[src/rtl/elevator_dispatch.sv]
// Elevator dispatch controller: latches floor calls, selects the next stop with a
// SCAN sweep, tracks car position from step pulses and times the door.
module elevator_dispatch #(
    parameter int NUM_FLOORS   = 10,
    parameter int SECURE_FLOOR = 10,
    parameter int DOOR_CYCLES  = 16
) (
    input  logic                  clk,
    input  logic                  reset,
    input  logic [NUM_FLOORS-1:0] call_request,
    input  logic                  secure,
    input  logic                  maintenance_request,
    input  logic                  floor_step,
    output logic [3:0]            current_floor,
    output logic                  move_up,
    output logic                  move_down,
    output logic                  door_open,
    output logic [NUM_FLOORS-1:0] pending,
    output logic                  security_fault
);
    typedef enum logic [1:0] {IDLE, MOVE_UP, MOVE_DOWN, DOOR} state_t;

    localparam int            CW        = $clog2(DOOR_CYCLES + 1);
    localparam logic [CW-1:0] DOOR_LOAD = CW'(DOOR_CYCLES);
    localparam logic [3:0]    TOP_FLOOR = 4'(NUM_FLOORS);

    state_t                state, state_next;
    logic                  dir_up, dir_up_next;
    logic [3:0]            floor_next, floor_up, floor_down;
    logic [CW-1:0]         door_count, door_count_next;
    logic [NUM_FLOORS-1:0] pending_next, call_mask, here_mask;
    logic                  door_reload, fault_next;
    logic                  move_up_next, move_down_next, door_open_next;

    function automatic logic [NUM_FLOORS-1:0] floor_mask(input logic [3:0] f);
        logic [NUM_FLOORS-1:0] m;
        for (int i = 0; i < NUM_FLOORS; i++) m[i] = (i + 1 == int'(f));
        return m;
    endfunction

    function automatic logic [NUM_FLOORS-1:0] above_mask(input logic [3:0] f);
        logic [NUM_FLOORS-1:0] m;
        for (int i = 0; i < NUM_FLOORS; i++) m[i] = (i + 1 > int'(f));
        return m;
    endfunction

    function automatic logic [NUM_FLOORS-1:0] below_mask(input logic [3:0] f);
        logic [NUM_FLOORS-1:0] m;
        for (int i = 0; i < NUM_FLOORS; i++) m[i] = (i + 1 < int'(f));
        return m;
    endfunction

    always_ff @(posedge clk or posedge reset) begin
        if (reset) begin
            state          <= IDLE;
            dir_up         <= 1'b1;
            current_floor  <= 4'd1;
            door_count     <= '0;
            pending        <= '0;
            move_up        <= 1'b0;
            move_down      <= 1'b0;
            door_open      <= 1'b0;
            security_fault <= 1'b0;
        end else begin
            state          <= state_next;
            dir_up         <= dir_up_next;
            current_floor  <= floor_next;
            door_count     <= door_count_next;
            pending        <= pending_next;
            move_up        <= move_up_next;
            move_down      <= move_down_next;
            door_open      <= door_open_next;
            security_fault <= fault_next;
        end
    end

    // A call for the floor whose door is open only extends the door time.
    always_comb begin
        here_mask   = floor_mask(current_floor);
        floor_up    = current_floor + 4'd1;
        floor_down  = current_floor - 4'd1;
        fault_next  = call_request[SECURE_FLOOR-1] & ~secure;
        door_reload = (state == DOOR) && (|(call_request & here_mask));
        call_mask   = call_request;
        if (!secure) call_mask[SECURE_FLOOR-1] = 1'b0;
        if (state == DOOR) call_mask = call_mask & ~here_mask;
    end

    always_comb begin
        state_next      = state;
        dir_up_next     = dir_up;
        floor_next      = current_floor;
        door_count_next = door_count;
        pending_next    = pending | call_mask;
        case (state)
            IDLE: begin
                if (|(pending & here_mask)) begin
                    state_next      = DOOR;
                    pending_next    = pending_next & ~here_mask;
                    door_count_next = DOOR_LOAD;
                end else if (!maintenance_request) begin
                    if ((|(pending & above_mask(current_floor))) &&
                        (dir_up || !(|(pending & below_mask(current_floor))))) begin
                        state_next  = MOVE_UP;
                        dir_up_next = 1'b1;
                    end else if (|(pending & below_mask(current_floor))) begin
                        state_next  = MOVE_DOWN;
                        dir_up_next = 1'b0;
                    end
                end
            end
            MOVE_UP: begin
                if (floor_step && current_floor < TOP_FLOOR) begin
                    floor_next = floor_up;
                    if (|(pending & floor_mask(floor_up))) begin
                        state_next      = DOOR;
                        pending_next    = pending_next & ~floor_mask(floor_up);
                        door_count_next = DOOR_LOAD;
                    end else if (!(|(pending & above_mask(floor_up)))) begin
                        state_next = IDLE;
                    end
                end
            end
            MOVE_DOWN: begin
                if (floor_step && current_floor > 4'd1) begin
                    floor_next = floor_down;
                    if (|(pending & floor_mask(floor_down))) begin
                        state_next      = DOOR;
                        pending_next    = pending_next & ~floor_mask(floor_down);
                        door_count_next = DOOR_LOAD;
                    end else if (!(|(pending & below_mask(floor_down)))) begin
                        state_next = IDLE;
                    end
                end
            end
            DOOR: begin
                if (door_reload) begin
                    door_count_next = DOOR_LOAD;
                end else if (door_count == CW'(1)) begin
                    state_next      = IDLE;
                    door_count_next = '0;
                end else begin
                    door_count_next = door_count - CW'(1);
                end
            end
            default: state_next = IDLE;
        endcase
    end

    always_comb begin
        move_up_next   = (state_next == MOVE_UP);
        move_down_next = (state_next == MOVE_DOWN);
        door_open_next = (state_next == DOOR);
    end
endmodule

[config.mk]
export PLATFORM = sky130hd
export DESIGN_NAME = elevator_dispatch
export DESIGN_NICKNAME = d
export VERILOG_FILES = /design/src/rtl/elevator_dispatch.sv
export SDC_FILE = /design/constraint.sdc
export NUM_CORES = 1
export LEC_CHECK = 0
export CAP_MARGIN = 20
export CORE_UTILIZATION = 57
export DETAILED_ROUTE_END_ITERATION = 8
export PLACE_DENSITY = 0.81
export SETUP_SLACK_MARGIN = 0.05
export SLEW_MARGIN = 20
export SYNTH_ARGS = -nofsm -noshare
export SYNTH_HDL_FRONTEND = slang
export SYNTH_SLANG_ARGS = --single-unit
[constraint.sdc]
create_clock -name clk -period 5.2 [get_ports clk]
set_input_delay 1.04 -clock clk [delete_from_list [all_inputs] [get_ports clk]]
set_output_delay 1.04 -clock clk [all_outputs]
set_load 0.005 [all_outputs]
==> impl_metrics.py <==
# Metrics from the implementation run
metrics = {
    "status": {
        "status": "finished, final reports clean",
    },
    "placement": {
        "portBuffers": 32,
        "place.gp.congestion": 0.9468,
        "place_inst": 463,
        "dpl_cell_area_um2": 3237,
        "preCtsSetupSlack_ns": 1.385,
    },
    "sta": {
        "finalWorstSetupSlack_ns": 1.206,
        "post-route-min-period_ns": 3.994,
        "tightestPinTransition_ns": 0.9110,
        "final-max-slew-violation-count": 0,
        "fin_tns_setup_ns": 0,
        "hold_viol": 0,
        "rsz0062_at_grt": "no",
        "hold_slack_ns": 0.5393,
        "fin_crit_sh": 0.7680,
        "setup_viol_count_final": 0,
        "max_freq_ghz": 0.2504,
    },
    "route": {
        "dr.pass1.iters": 6,
        "routed_wl_um": 9530,
        "vias_per_cell": 6.991,
        "wl_met2_um": 4245,
        "drc": 0,
        "drt_iter0_drc": 416,
        "top_layer": "met4",
        "wl_per_cell_um": 20.41,
    },
    "power": {
        "p_int_mw": 1.055,
        "combinationalPower_mw": 1.62,
        "p_seq_frac": 0.233,
        "power.leakage_nw": 1.220,
        "seq_cell_power_mw": 0.545,
        "peakVddDrop_mv": 0.5438,
        "power.density_nw_per_um2": 707.9,
        "switching_power_mw": 1.287,
        "pwr-share-comb": 0.692,
        "power.total_mw": 2.342,
        "clock_power_share": 0.076,
        "power-top-group": "combinational logic",
    },
    "logic_synthesis": {
        "yosysTopAreaCell": "dfrtp_1",
        "top_area_frac": 0.2008,
        "post_synth_xor_area_fraction": 0.02300,
        "adder_share": 0.04182,
        "mux_area_frac": 0.02468,
        "syn-cell-area_um2": 2992,
        "ys_types": 74,
        "syn_avg_cell_area_um2": 7.536,
        "topCellsByArea": "dfrtp_1, nand2_1, a21oi_1",
        "synth-edff-count": 0,
        "ys_cells": 397,
        "synth_seq_share": 0.2183,
        "syn_nets": 422,
        "logic_family": "AND-OR/OR-AND gates",
        "yosys_most_used_dff": "dfrtp_1",
        "top_cell": "nand2_1",
        "syn_inst": 397,
        "ys_ff": 26,
        "synthTopCellsByCount": "nand2_1, a21oi_1, nor2_1",
    },
    "worst_setup_path": {
        "crit_start": "current_floor[1]$_DFFE_PP0P_",
        "cpPeakStageDelay_ns": 0.87,
        "crit_path_end": "door_count[1]$_DFFE_PP0P_",
        "r2r_cells": 8,
        "crit_type": "register to register",
        "crit_buf_inv": 0,
        "rr_endpoint": "door_count[1]$_DFFE_PP0P_",
        "endpoint_kind": "register",
        "crit_slowest_cell": "dfrtp_1",
        "cp_cell_sequence": "ha_1 -> nand2_1 -> mux2i_1 -> a221oi_1 -> o2bb2a_2 -> o311ai_2 -> nor3b_4 -> o22ai_1",
        "rrSetupSlack_ns": 1.21,
        "critical_path_depth": 8,
        "setup.worst_path.start_class": "register",
        "arrival_ns": 4.12,
        "critPathRequiredTime_ns": 5.33,
        "r2r-start": "current_floor[1]$_DFFE_PP0P_",
    },
    "run": {
        "warnings": 34,
        "cap_violations": 0,
    },
    "finish": {
        "n_all_inverters": 17,
        "nNonClkBuffers": 35,
        "fillers": 473,
        "drive_gt1_frac": 0.08816,
        "final_cell_count_no_fill": 467,
        "regArea_um2": 653.1,
        "nNetsFinal": 423,
        "seq_share": 0.1974,
        "finalCoreUtilization": 0.6519,
        "comb_area_frac": 0.6316,
        "lay_top_count": "nand2_1",
        "fin_area_um2": 3308,
        "logic_gate_count": 315,
        "comb_area_um2": 2090,
        "syn2layout_area_growth_pct": 10.58,
        "buffer_area_frac": 0.1036,
        "final_cell_mix": "nand2_1, clkdlybuf4s50_1, nor2_1, a21oi_1, dfrtp_1",
        "antennaDiodeCount": 0,
        "clk_share": 0.02156,
        "regMostFlops": "pending",
        "largest_reg_flops": 10,
        "area_dominant_class": "combinational gates",
    },
    "clock_network": {
        "cts_resized": 0,
        "cts_tree": "done",
        "clock_sinks": 26,
        "clockRootBuffer": "clkbuf_8",
        "cts_hold_buf": 0,
        "cts_max_path_buffers": 2,
        "post_cts_buffers": 0,
    },
    "worst_hold_path": {
        "min_to": "dir_up$_DFFE_PP1P_",
        "hp-class": "register to register",
        "whs_path_depth": 2,
    },
    "global_route": {
        "use_met1": 0.4883,
        "grt_usage": 0.3557,
        "grt_use_met2": 0.5495,
        "first_global_vias": 2895,
        "grt_remaining_overflow": 0,
        "grt_first_pass_wirelength_um": 14890,
        "busiest_layer": "met2",
        "grt_max_degree": 31,
        "use_met3": 0.07859,
    },
    "die": {
        "initCoreUtil": 0.5895,
        "die_h_um": 74.45,
        "boundaryPins": 33,
        "die_area_um2": 5542,
        "n_tap_cell": 70,
        "die_w_um": 74.45,
        "coreArea_um2": 5075,
    },
}
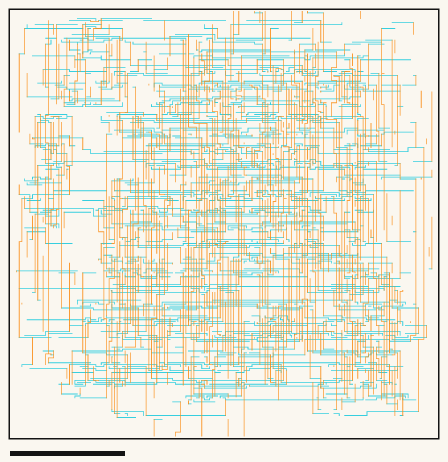
Fig. 1. Routed metal, one color a layer.
Scale bar: 20 um. Only two layers are drawn.
- cyan: met1 (wire length 3990 um)
- orange: met2 (wire length 4250 um)

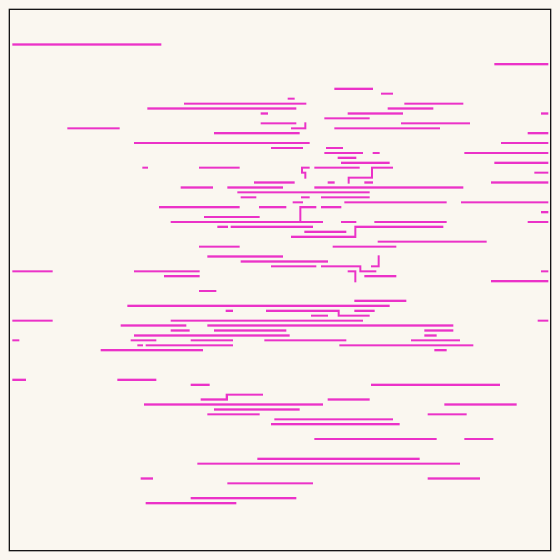
Fig. 2. The metal 3 layer.
- share of all routed wire: 11%
- main direction: horizontal

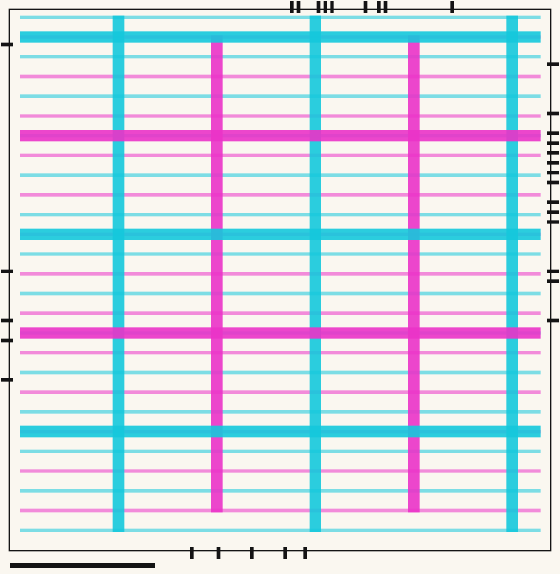
Fig. 3. Supply network.
Scale bar: 20 um. Pins as bars on the die edge.
- magenta: VDD
- cyan: VSS
- met5 straps: 5
- rows: 26

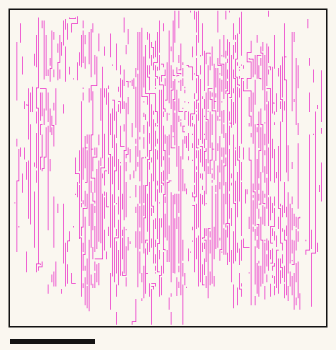
Fig. 4. Signal wires on met2.
Scale bar: 20 um.
- longest straight run: 36.7 um
- wire length on this layer: 4250 um
- main direction: vertical

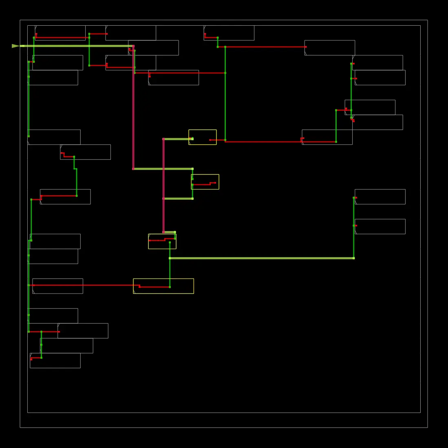
Fig. 5. The clock network.
power in the clock group: 0.178 mW
Clock Skew: 0.005221 ns
flip-flops: 26
clkbuf count: 3

Power and IR drop assume default switching activity.
